### src/rtl/control_sequencer.sv
// Multi-cycle instruction sequencer: FETCH/DECODE/ALU with optional MEM and REG_WRITE,
// plus wait timeout fault, boundary halt and retire/stall instrumentation.
module control_sequencer #(
    parameter int unsigned WAIT_LIMIT = 255,
    parameter int          CNT_W      = 16,
    parameter bit          SKIP_EMPTY = 1'b1
) (
    input  logic             i_clk,
    input  logic             i_rst,
    input  logic             i_needWait,
    input  logic             i_halt_req,
    input  logic             i_mem_op,
    input  logic             i_wb_op,
    output logic             o_fetch_en,
    output logic             o_decode_en,
    output logic             o_alu_en,
    output logic             o_mem_en,
    output logic             o_wb_en,
    output logic             o_incr_pc,
    output logic             o_retire,
    output logic             o_halted,
    output logic             o_fault,
    output logic [CNT_W-1:0] o_stall_cnt,
    output logic [CNT_W-1:0] o_retire_cnt,
    output logic [9:0]       o_dbg_state
);

    localparam int WCW = (WAIT_LIMIT < 1) ? 1 : $clog2(WAIT_LIMIT + 1);
    localparam logic [WCW-1:0] LIMIT = WCW'(WAIT_LIMIT);
    localparam bit TIMEOUT_EN = (WAIT_LIMIT != 0);

    typedef enum logic [9:0] {
        S_FETCH     = 10'h001,
        S_DECODE    = 10'h002,
        S_ALU       = 10'h004,
        S_MEM       = 10'h008,
        S_REG_WRITE = 10'h010,
        S_HALT      = 10'h020,
        S_FAULT     = 10'h040
    } state_t;

    state_t           r_state;
    logic             r_memQ;
    logic             r_wbQ;
    logic [WCW-1:0]   r_waitCnt;
    logic [CNT_W-1:0] r_stallCnt;
    logic [CNT_W-1:0] r_retireCnt;

    logic w_stage;
    logic w_waiting;
    logic w_advance;
    logic w_timeout;
    logic w_end;

    assign w_stage   = (r_state == S_FETCH) || (r_state == S_DECODE) || (r_state == S_ALU) ||
                       (r_state == S_MEM) || (r_state == S_REG_WRITE);
    assign w_waiting = w_stage && i_needWait;
    assign w_advance = w_stage && !i_needWait;
    assign w_timeout = TIMEOUT_EN && w_waiting && (r_waitCnt == LIMIT);

    // An advance that leaves the last stage of the instruction retires it.
    always_comb begin
        w_end = 1'b0;
        if (w_advance) begin
            case (r_state)
                S_ALU:       w_end = !(r_memQ || !SKIP_EMPTY) && !r_wbQ;
                S_MEM:       w_end = !(r_wbQ || !SKIP_EMPTY);
                S_REG_WRITE: w_end = 1'b1;
                default:     w_end = 1'b0;
            endcase
        end
    end

    always_ff @(posedge i_clk or posedge i_rst) begin
        if (i_rst) begin
            r_state     <= S_FETCH;
            r_memQ      <= 1'b0;
            r_wbQ       <= 1'b0;
            r_waitCnt   <= '0;
            r_stallCnt  <= '0;
            r_retireCnt <= '0;
        end else begin
            if (w_waiting) begin
                r_waitCnt <= r_waitCnt + 1'b1;
                if (r_stallCnt != '1) begin
                    r_stallCnt <= r_stallCnt + 1'b1;
                end
            end else if (w_advance) begin
                r_waitCnt <= '0;
            end

            if (w_end) begin
                r_retireCnt <= r_retireCnt + 1'b1;
            end

            // Timeout only fires while still waiting, so an advance on the limit cycle wins.
            if (w_timeout) begin
                r_state <= S_FAULT;
            end else if (w_end) begin
                r_state <= i_halt_req ? S_HALT : S_FETCH;
            end else begin
                case (r_state)
                    S_FETCH: if (w_advance) r_state <= S_DECODE;
                    S_DECODE: begin
                        if (w_advance) begin
                            r_state <= S_ALU;
                            r_memQ  <= i_mem_op;
                            r_wbQ   <= i_wb_op;
                        end
                    end
                    S_ALU: begin
                        if (w_advance) begin
                            r_state <= (r_memQ || !SKIP_EMPTY) ? S_MEM : S_REG_WRITE;
                        end
                    end
                    S_MEM:  if (w_advance) r_state <= S_REG_WRITE;
                    S_HALT: if (!i_halt_req) r_state <= S_FETCH;
                    default: r_state <= r_state;
                endcase
            end
        end
    end

    assign o_fetch_en   = (r_state == S_FETCH);
    assign o_decode_en  = (r_state == S_DECODE);
    assign o_alu_en     = (r_state == S_ALU);
    assign o_mem_en     = (r_state == S_MEM) && r_memQ;
    assign o_wb_en      = (r_state == S_REG_WRITE) && r_wbQ;
    assign o_incr_pc    = (r_state == S_DECODE) && !i_needWait;
    assign o_retire     = w_end;
    assign o_halted     = (r_state == S_HALT);
    assign o_fault      = (r_state == S_FAULT);
    assign o_stall_cnt  = r_stallCnt;
    assign o_retire_cnt = r_retireCnt;
    assign o_dbg_state  = r_state;

endmodule

### config.mk
export PLATFORM = sky130hd
export DESIGN_NAME = control_sequencer
export DESIGN_NICKNAME = d
export VERILOG_FILES = /design/src/rtl/control_sequencer.sv
export SDC_FILE = /design/constraint.sdc
export NUM_CORES = 1
export LEC_CHECK = 0
export CAP_MARGIN = 20
export CORE_MARGIN = 1
export CORE_UTILIZATION = 46
export DETAILED_ROUTE_END_ITERATION = 10
export PLACE_DENSITY = 0.73
export SYNTH_ARGS = -nofsm -noshare
export SYNTH_HDL_FRONTEND = slang
export SYNTH_SLANG_ARGS = --single-unit
### constraint.sdc
create_clock -name i_clk -period 2.18 [get_ports i_clk]
set_input_delay 0.327 -clock i_clk [delete_from_list [all_inputs] [get_ports i_clk]]
set_output_delay 0.327 -clock i_clk [all_outputs]
set_load 0.03 [all_outputs]
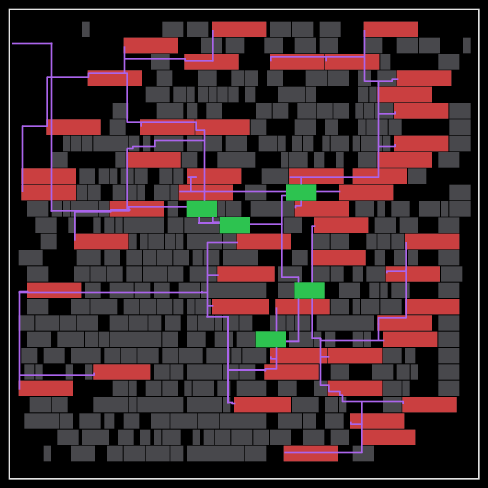
run_1/clk_routes.png
Drawn at 6 px/µm.
- purple: clock wires (length 593 µm)
- green: clock drivers (count 5)
- red: flip-flops (count 49)
- routed clock nets: 6
- flops lie: spread over the die
Clk Latency, worst-skew pair: 0.29 ns
Clock power frac: 14.8%
P_clk: 670 µW
clk_skew: 0.008310 ns

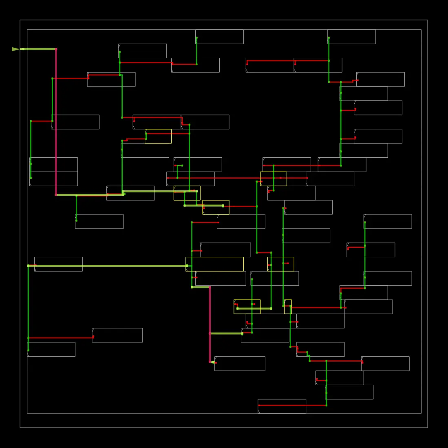
run_1/clocks.png
CLK BUF: 7
flop count: 49
CTS Buf Count: 5
CTS Sinks: 49

==> flow_metrics.env, run 1 <==
# flow metrics
export IMPL_status="finished, violations left"
export IMPL_violations="negative setup slack"
export IMPL_drt_pass1_iter_count=4
export IMPL_pg_seq_uw=1280
export IMPL_muxShareOfSynthArea_pct=1.271
export IMPL_synthArstFlopShare_pct=100.0
export IMPL_cp_endpoint="o_retire"
export IMPL_slowest_stage="or4b_4"
export IMPL_wire_per_inst_um=15.80
export IMPL_synth_cell_type_count=57
export IMPL_yosys_top_cells_count="dfrtp_1, xor2_1, nor2_1"
export IMPL_tool_warnings=28
export IMPL_top_area_cell="dfrtp_1"
export IMPL_port_buffers=53
export IMPL_ios=57
export IMPL_fin_ws_ns=-0.07619
export IMPL_hold_viol=0
export IMPL_seq_area_frac_synth_pct=46.19
export IMPL_required_ns=1.85
export IMPL_dp_slack_ns=-0.1694
export IMPL_gp_congestion=0.9475
export IMPL_cts_setup_buffers=8
export IMPL_r2r_end="o_dbg_state[1]"
export IMPL_setup_viol=5
export IMPL_drive_gt1_share_pct=31.91
export IMPL_r2r_cells=6
export IMPL_seqPwrFrac_pct=28.4
export IMPL_grt_use_total_pct=23.36
export IMPL_grt_pass1_wl_um=11380
export IMPL_critPathTopFamily="simple AND/OR/NAND/NOR gates"
export IMPL_power_leader="combinational cells"
export IMPL_fillers=398
export IMPL_place_area_um2=3510
export IMPL_wl_met1_um=3156
export IMPL_vias=2465
export IMPL_start_kind="flip-flop"
export IMPL_path_depth=6
export IMPL_reg2reg_from="o_dbg_state[3]"
export IMPL_area_growth_syn_to_layout_pct=50.99
export IMPL_p_total_uw=4532
export IMPL_final_cells=448
export IMPL_drtIter0Drc=124
export IMPL_antenna_found_initial=0
export IMPL_synth_dominant_cell_count="dfrtp_1"
export IMPL_ys_sh_simple_pct=25.61
export IMPL_worstPathMaxFanout=3
export IMPL_max_vdd_ir_drop_mv=0.8250
export IMPL_die_w_um=78.01
export IMPL_dp_hpwl_um=4701
export IMPL_worstSetupPathType="reg2out"
export IMPL_top_area_share_pct=45.20
export IMPL_maxCapViolations=0
export IMPL_layout_cells_most_common_list="buf_4, dfrtp_1, clkdlybuf4s50_1, xor2_1, nand2_1"
export IMPL_grt_start_max_net_pins=29
export IMPL_gr_total_overflow=0
export IMPL_cts_tree="done"
export IMPL_synth_cell_area_um2=2658
export IMPL_vias_per_cell=5.502
export IMPL_timing_hold_ws_ns=0.3698
export IMPL_die_height_um=78.01
export IMPL_post_cts_resized=25
export IMPL_wl_met2_um=3580
export IMPL_met3WireLength_um=238
export IMPL_p_comb_uw=2580
export IMPL_wl_um=7080
export IMPL_cellLeakagePower_uw=0.001788
export IMPL_swShare_pct=40.55
export IMPL_htree_levels=2
export IMPL_fmax_mhz=443.2
export IMPL_fin_nets=384
export IMPL_dp_cells=422
export IMPL_ys_chip_area_um2=2658
export IMPL_edf_count=0
export IMPL_p_comb_share_pct=56.9
export IMPL_n_antenna_cell=0
export IMPL_lay_top_count="buf_4"
export IMPL_cts_root_buf="clkbuf_8"
export IMPL_drc=0
export IMPL_grt_pass1_vias=2416
export IMPL_internal_power_uw=2695
export IMPL_fa_ha_area_share_pct=1.412
export IMPL_synth_cells=270
export IMPL_ant_nets=0
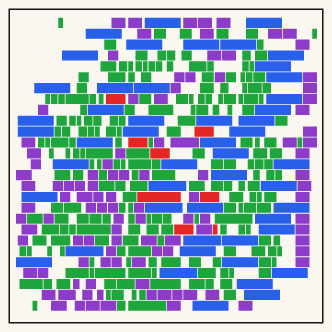
run_1/placement_by_type.png
Drawn at 4 px/µm.
- blue: flops (cells 49)
- red: clock drivers and dummy loads (cells 8)
- purple: other buffers and delay cells (cells 106)
- green: combinational and other logic (cells 213)
final design utilization: 72.43%
post-route cell area: 4013 µm²
row count: 27
Core Area: 5540 µm²
Seq area share: 30.71%

## run 1: cell type report
| class | instances | area, µm² | area share (%) |
|---|---|---|---|
| clock buffer | 7 | 86.33 | 2.152 |
| inverter | 12 | 45.04 | 1.123 |
| tap | 72 | 90.09 | 2.245 |
| timing repair buffer | 106 | 945.9 | 23.57 |
| multi-input combinational | 201 | 1583 | 39.44 |
| sequential | 49 | 1232 | 30.71 |
| clock inverter | 1 | 30.03 | 0.7484 |
## run 1: metal layers
| metal | vias up | global-route usage [%] |
|---|---|---|
| li1 | 1178 | - |
| met1 | 1211 | 31.93 |
| met2 | 63 | 39.29 |
| met3 | 13 | 3.605 |
| met4 | 0 | 5.185 |
| met5 | - | 0 |
==> run 2: changes to the inputs <==
--- a/constraint.sdc
+++ b/constraint.sdc
@@ -3,2 +3,2 @@
 set_output_delay 0.327 -clock i_clk [all_outputs]
-set_load 0.03 [all_outputs]
+set_load 0.1 [all_outputs]
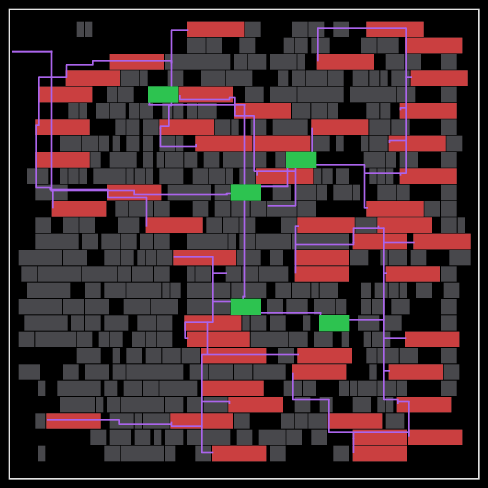
run_2/clk_routes.png
Drawn at 6 px/µm.
- red: flip-flops (count 49)
- green: clock drivers (count 5)
- purple: clock wires (length 591 µm)
- flops lie: spread over the die
- routed clock nets: 6
Clock power frac: 12.5%
clk_skew: 0.009046 ns
Clk Latency, worst-skew pair: 0.30 ns
P_clk: 684 µW

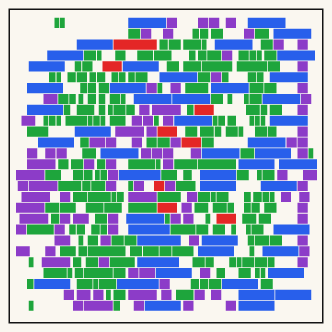
run_2/placement_by_type.png
Drawn at 4 px/µm.
- red: clock drivers and dummy loads (cells 8)
- purple: other buffers and delay cells (cells 100)
- green: combinational and other logic (cells 213)
- blue: flops (cells 49)

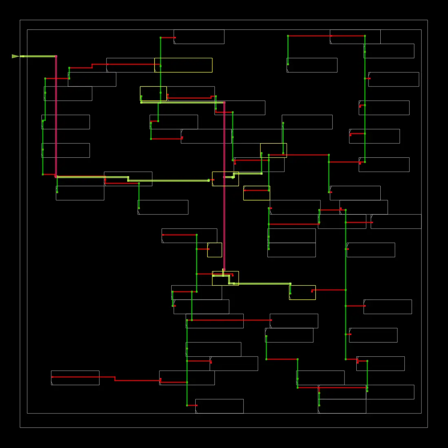
run_2/clocks.png
CLK BUF: 6

==> run 2 against run 1 <==
The run still ends with negative setup slack left. Clock power up 2%. Core utilization up 1.5 points. Routed wire length up 1.1%. Global-route usage up 0.36 points. Flip-flop count unchanged. Total power up 21%. Clock-buffer cell count down 1. First-iteration DRC count down 1.6%. Clock skew up 0.00074 ns. Synthesized cell count unchanged. Setup slack worse by 0.052 ns. Die area unchanged. Largest cell class unchanged. Highest routed layer unchanged.
==> flow_metrics.env, run 2 <==
# flow metrics
export IMPL_status="finished, violations left"
export IMPL_violations="negative setup slack"
export IMPL_layout_cells_most_common_list="buf_4, dfrtp_1, xor2_1, dfrtp_2, nand2_1"
export IMPL_p_total_uw=5466
export IMPL_place_area_um2=3651
export IMPL_muxShareOfSynthArea_pct=1.271
export IMPL_synthArstFlopShare_pct=100.0
export IMPL_antenna_found_initial=0
export IMPL_path_depth=5
export IMPL_ys_sh_simple_pct=25.61
export IMPL_met3WireLength_um=407
export IMPL_p_comb_uw=3450
export IMPL_postLayoutCellArea_um2=4094
export IMPL_drive_gt1_share_pct=49.73
export IMPL_clock_sinks=49
export IMPL_required_ns=1.85
export IMPL_fa_ha_area_share_pct=1.412
export IMPL_grt_pass1_vias=2363
export IMPL_wl_um=7160
export IMPL_setup_viol=6
export IMPL_wl_met1_um=2954
export IMPL_timing_hold_ws_ns=0.3461
export IMPL_slowest_stage="or4_4"
export IMPL_dp_slack_ns=-0.1559
export IMPL_start_kind="flip-flop"
export IMPL_seq_area_frac_synth_pct=46.19
export IMPL_cts_tree="done"
export IMPL_die_height_um=78.01
export IMPL_lay_top_count="buf_4"
export IMPL_fin_nets=378
export IMPL_core_area_um2=5540
export IMPL_grt_start_max_net_pins=23
export IMPL_dp_hpwl_um=4650
export IMPL_gr_max_usage_layer="met2"
export IMPL_grt_pass1_wl_um=11360
export IMPL_swShare_pct=50.63
export IMPL_area_growth_syn_to_layout_pct=54.05
export IMPL_drt_pass1_iter_count=4
export IMPL_drtIter0Drc=122
export IMPL_ys_chip_area_um2=2658
export IMPL_wire_per_inst_um=16.20
export IMPL_numCtsBuffers=5
export IMPL_rows=27
export IMPL_hold_viol=0
export IMPL_ant_nets=0
export IMPL_seqPwrFrac_pct=24.5
export IMPL_die_w_um=78.01
export IMPL_fmax_mhz=433.2
export IMPL_r2r_end="o_dbg_state[4]"
export IMPL_tool_warnings=29
export IMPL_gr_usage_met3_pct=3.837
export IMPL_cts_setup_buffers=13
export IMPL_cts_root_buf="clkbuf_8"
export IMPL_fin_ws_ns=-0.1286
export IMPL_critPathTopFamily="simple AND/OR/NAND/NOR gates"
export IMPL_synth_cell_type_count=57
export IMPL_synth_cells=270
export IMPL_post_cts_resized=7
export IMPL_top_area_share_pct=45.20
export IMPL_finish_utilization_pct=73.89
export IMPL_reg2reg_from="o_dbg_state[3]"
export IMPL_cp_endpoint="o_retire"
export IMPL_edf_count=0
export IMPL_port_buffers=53
[run 2: final cells by class]
cell class | count | area (µm²) | area share (%)
repair buffers | 100 | 928.4 | 22.68
clock inverters | 2 | 37.54 | 0.9169
well taps | 72 | 90.09 | 2.200
multi-input cells | 201 | 1624 | 39.67
inverters | 12 | 62.56 | 1.528
clock buffers | 6 | 82.58 | 2.017
flip-flops and latches | 49 | 1269 | 30.99
[run 2: logic make-up (layout without fill, tap and decap cells)]
family	Yosys count	in the layout
AND/OR/NAND/NOR	119	119
flip-flops	49	49
AND-OR/OR-AND	42	42
XOR/XNOR	31	31
buffers and inverters	22	120
adder cells (fa/ha/maj)	3	3
multiplexers	3	3
other	1	3
Power is estimated from default activity; no workload was simulated.
